==> config.mk <==
export PLATFORM = sky130hd
export DESIGN_NAME = instr_fetch_queue
export DESIGN_NICKNAME = d
export VERILOG_FILES = /design/src/rtl/fetch_pkg.sv /design/src/rtl/fetch_fifo.sv /design/src/rtl/instr_fetch_queue.sv
export SDC_FILE = /design/constraint.sdc
export NUM_CORES = 1
export LEC_CHECK = 0
export ABC_AREA = 0
export CAP_MARGIN = 20
export CORE_MARGIN = 4
export CORE_UTILIZATION = 50
export CTS_BUF_LIST = sky130_fd_sc_hd__clkbuf_2
export DETAILED_ROUTE_END_ITERATION = 12
export HOLD_SLACK_MARGIN = 0.02
export PLACE_DENSITY = 0.72
export SLEW_MARGIN = 10
export SYNTH_ARGS = -nofsm -noshare
export SYNTH_HDL_FRONTEND = slang
export SYNTH_SLANG_ARGS = --single-unit
==> constraint.sdc <==
create_clock -name clock -period 2.9 [get_ports clock]
set_input_delay 0.58 -clock clock [delete_from_list [all_inputs] [get_ports clock]]
set_output_delay 0.58 -clock clock [all_outputs]
set_load 0.01 [all_outputs]
Run 1, power grid:
Scale bar: 50 µm. Pins as bars on the die edge.
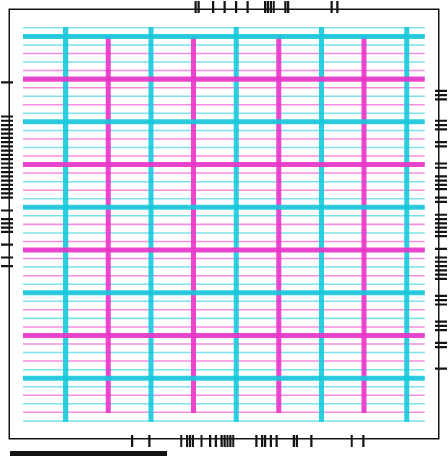
| color | net |
|---|---|
| magenta | VDD |
| cyan | VSS |
met4 straps: 9
met1 rails: 47
signal pins: 105
rows: 46
met5 straps: 9
die width: 136 µm
Core ar.: 16000 µm²

Run 1, cells colored by class:
Scale bar: 50 µm.
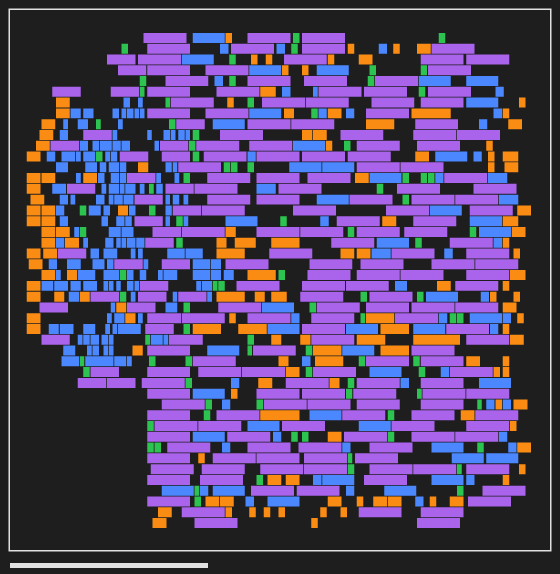
| color | class | cells | share of their area |
|---|---|---|---|
| purple | flops | 210 | 60% |
| blue | combinational and other logic | 235 | 22% |
| orange | other buffers and delay cells | 140 | 14% |
| green | clock drivers and dummy loads | 89 | 4.3% |
post-route cell area: 10200 µm²
flop share of the area: 58.4%

Run 1, clock distribution:
Scale bar: 50 µm.
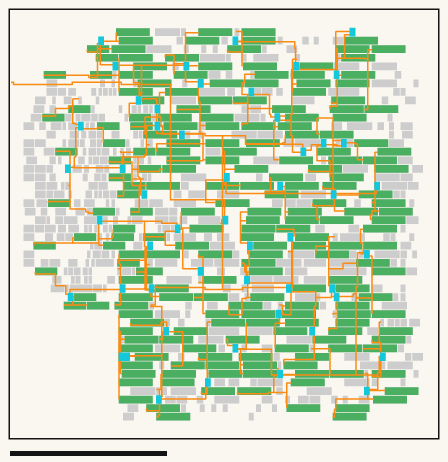
[orange] clock wires | length: 2410 µm
[cyan] clock drivers | count: 51
[green] flip-flops | count: 210
routed clock nets: 52
clock network power: 1.74 mW
Fin Clk Skew: 0.0514 ns

==> impl_metrics.ini, run 1 <==
; flow metrics
[clock_network]
cts_max_level = 2
cts_buffer_depth = 3
clk_pin_slew_ns = 0.10

[global_route]
antenna_found_initial = 0
grt_pass1_wl_um = 26600

[power_and_ir_drop]
p_clk_share_pct = 33.0
swShare_pct = 22.8
leakagePower_nw = 3.52

[synthesis]
synth.distinct_cells = 43

[drt]
vias_per_cell = 5.33
initialDrtViolationCount = 270
vias = 4740

[timing]
slew_viol_final = 0
tightest_slew_ns = 0.618

[run]
cap_viol_max_count = 0

[floorplanning]
fp-row-count = 46

[placement]
place_area_um2 = 9710
io_buffers = 104

[final_layout]
drive_above_1_share_pct = 31.6
area_delta_synth_final_pct = 24.3

[setup_path]
rrSetupSlack_ns = 0.51
cp_common_cell = buf_12
worstPathCellList = buf_6 -> buf_12 -> buf_12 -> buf_12 -> mux4_2 -> nor2b_4 -> buf_6

[outcome]
outcome = finished, final reports clean
## run 1: logic make-up after synthesis
family                   count (synthesis)  share of synthesized area, %
AND-OR/OR-AND                           35                          2.65
flip-flops                             210                          72.6
AND/OR/NAND/NOR                        128                          8.60
adder cells (fa/ha/maj)                  7                          1.16
buffers and inverters                   35                          1.90
XOR/XNOR                                 8                         0.852
multiplexers                            46                          12.3
## run 1: Yosys cell counts
cell,count,share of area [%]
edfxtp_1,176,64
nor2b_1,46,3.5
mux4_2,44,12
dfxtp_1,34,8.3
nand2_1,30,1.4
clkbuf_1,18,0.82
a21oi_1,17,1.0
nor2_1,16,0.73
inv_1,10,0.46
a31oi_1,6,0.46
ha_1,6,0.91
and2_1,5,0.38
xnor2_1,5,0.53
buf_2,4,0.24
nand3_1,4,0.24
nand4_1,4,0.30
nand2b_1,3,0.23
nor3_1,3,0.18
nor3b_1,3,0.27
o21ai_0,3,0.18
or4_1,3,0.27
xor2_1,3,0.32
a222oi_1,2,0.24
buf_6,2,0.27
mux2i_1,2,0.24
o211a_1,2,0.24
or3_1,2,0.15
a22oi_1,1,0.091
a2bb2oi_1,1,0.11
and3_1,1,0.076
and4_1,1,0.11
clkinv_4,1,0.11
fa_1,1,0.24
nand3b_1,1,0.091
nand4bb_1,1,0.14
nor4b_1,1,0.11
nor4bb_1,1,0.12
o211ai_1,1,0.091
o31a_1,1,0.11
o31ai_1,1,0.091
or2b_1,1,0.091
or3b_2,1,0.11
or4b_1,1,0.12
## run 1: repair_timing
action	CTS	global route
setup endpoints to repair	45	36
buffers inserted	12	1
resized	157	31
pin swaps	1	0
cloned	4	0
hold buffers	0	0
## run 1: layout make-up
cell class	count	area [µm²]	share of cell area, %
inverters	11	46.3	0.453
clock buffers	73	365	3.57
clock inverters	16	62.6	0.612
repair buffers	140	1350	13.2
flip-flops and latches	210	5970	58.4
multi-input cells	224	2150	21.0
well taps	216	270	2.64
## run 1: placed cells by master, fill, tap and decap left out, types with 3 or more instances in the layout
master,instances
xnor2_1,5
clkdlybuf4s50_1,60
buf_4,17
nand2b_1,3
clkbuf_2,84
nor2b_1,41
and2_2,4
o21ai_0,3
nor2b_4,4
mux4_2,44
buf_6,5
inv_1,10
dfxtp_1,32
nor3b_1,3
nor2_1,16
clkinv_1,14
ha_1,6
buf_12,13
nand3_1,4
nand2_1,30
or4_1,3
buf_2,30
a21oi_1,17
nand4_1,4
a31oi_1,6
edfxtp_1,176
xor2_1,3
## run 1: routing by layer
layer | global-route usage [%] | share of wire [%] | vias up
met3 | 5.59 | 7.3 | 19
met2 | 31.4 | 51 | 166
met5 | 0 | 0 | -
li1 | - | - | 2183
met4 | 5.04 | 1.0 | 0
met1 | 23.9 | 40 | 2372
## run 1: stage by stage
stage               setup TNS (ns)  setup slack [ns]  hold WS, ns
floorplan                        0             0.136        0.460
global placement                 0             0.190        0.477
detailed placement               0            0.0944        0.496
CTS                         -0.232           -0.0889        0.374
global route                 -1.47            -0.157        0.381
finish                           0            0.0113        0.469
## Run 2: what changed since run 1
--- a/config.mk
+++ b/config.mk
@@ -10,6 +10,7 @@
 export CORE_MARGIN = 4
 export CORE_UTILIZATION = 50
 export CTS_BUF_LIST = sky130_fd_sc_hd__clkbuf_2
+export CTS_CLUSTER_SIZE = 30
 export DETAILED_ROUTE_END_ITERATION = 12
 export HOLD_SLACK_MARGIN = 0.02
 export PLACE_DENSITY = 0.72
Run 2, power grid:
Scale bar: 50 µm. Pins as bars on the die edge.
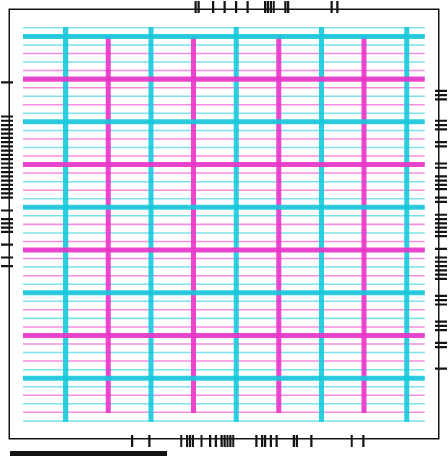
| color | net |
|---|---|
| cyan | VSS |
| magenta | VDD |
rows: 46
signal pins: 105
maximum vdd drop: 0.245 mV
die span in y: 136 µm

Run 2, signal wires by layer:
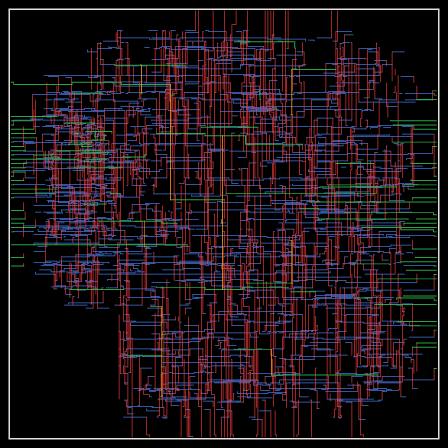
| color | layer | wire length |
|---|---|---|
| red | metal 2 | 8610 µm |
| green | metal 3 | 1220 µm |
| blue | metal 1 | 6780 µm |
| orange | metal 4 | 167 µm |
gr usage total: 18.7%
DR vias: 4740
WL/cell: 18.9 µm
final wirelength: 16800 µm

==> run 2 against run 1 <==
Clock power about the same. Critical endpoint unchanged. Non-clock buffer count is the same. Maximum frequency is the same. Highest routed layer unchanged. Worst hold slack is the same.
==> impl_metrics.ini, run 2 <==
; flow metrics
[outcome]
outcome = finished, final reports clean

[clock_network]
cts_max_level = 2
cts_buffer_depth = 3

[floorplanning]
fp-row-count = 46
core_um2 = 16000
fp.dieW_um = 136

[synthesis]
top_area_cell = edfxtp_1
synth.distinct_cells = 43
post-synth-top-count-cell = edfxtp_1
common_cells = edfxtp_1, nor2b_1, mux4_2
synth-edff-count = 176
ys_top_cells_by_area = edfxtp_1, mux4_2, dfxtp_1

[timing]
slew_viol_final = 0
whs_ns = 0.469
fin_setup_tns_ns = 0

[placement]
pre_cts_slack_ns = 0.0944

[final_layout]
layout.area.comb_um2 = 2150
design_area_um2 = 10200
final_cell_mix = edfxtp_1, clkbuf_2, clkdlybuf4s50_1, mux4_2, nor2b_1
drive_above_1_share_pct = 31.6

[drt]
met2_wirelength_um = 8610
initialDrtViolationCount = 270

[setup_path]
rrSetupSlack_ns = 0.51
Run 2, congestion heat map:
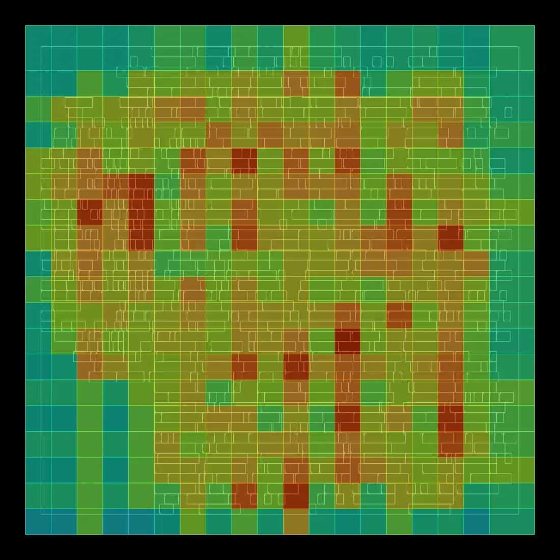
grt met3 use: 5.59%
Final Util: 63.9%

## run 2: cell counts after synthesis
No cell type changed its count.
## run 2: repair_timing
action	4_1_cts	5_1_grt
gates resized	157	31
setup buffers	12	1
pin swaps	1	0
gates cloned	4	0
hold buffers	0	0
endpoints found under the setup margin	45	36
## run 2: cell type report
cell class | instances | share of cell area (%)
Clock buffer | 73 | 3.57
Clock inverter | 16 | 0.612
Inverter | 11 | 0.453
Multi-Input combinational cell | 224 | 21.0
Sequential cell | 210 | 58.4
Tap cell | 216 | 2.64
Timing Repair Buffer | 140 | 13.2
## run 2: critical path, delay by kind of cell, from the launching register on
family / cells / cell delay [ns]
buf+inv: 5 / 0.56
flops: 1 / 0.39
mux: 1 / 0.50
simple gates: 1 / 0.14
## run 2: where the power goes
| group | switching, mW | internal [mW] |
|---|---|---|
| Sequential | 0.0303 | 3.28 |
| Clock | 1.07 | 0.671 |
| Combinational | 0.100 | 0.126 |
| Total | 1.20 | 4.08 |
## run 2: kinds of logic (layout without fill, tap and decap cells)
| kind of cell | Yosys count | in the layout | synth area share, % |
|---|---|---|---|
| AOI/OAI and AO/OA | 35 | 35 | 2.65 |
| xor gates and xnor gates | 8 | 8 | 0.852 |
| adders and majority gates | 7 | 7 | 1.16 |
| buffers and inverters | 35 | 240 | 1.90 |
| DFF | 210 | 210 | 72.6 |
| muxes | 46 | 46 | 12.3 |
| and+or+nand+nor | 128 | 128 | 8.60 |
## run 2: per-layer routing
metal | global-route usage [%] | vias up
met4 | 5.04 | 0
met5 | 0 | -
met2 | 31.4 | 166
met1 | 23.9 | 2372
li1 | - | 2183
met3 | 5.59 | 19
No activity file was given, so power comes from the tool's default toggle rates.
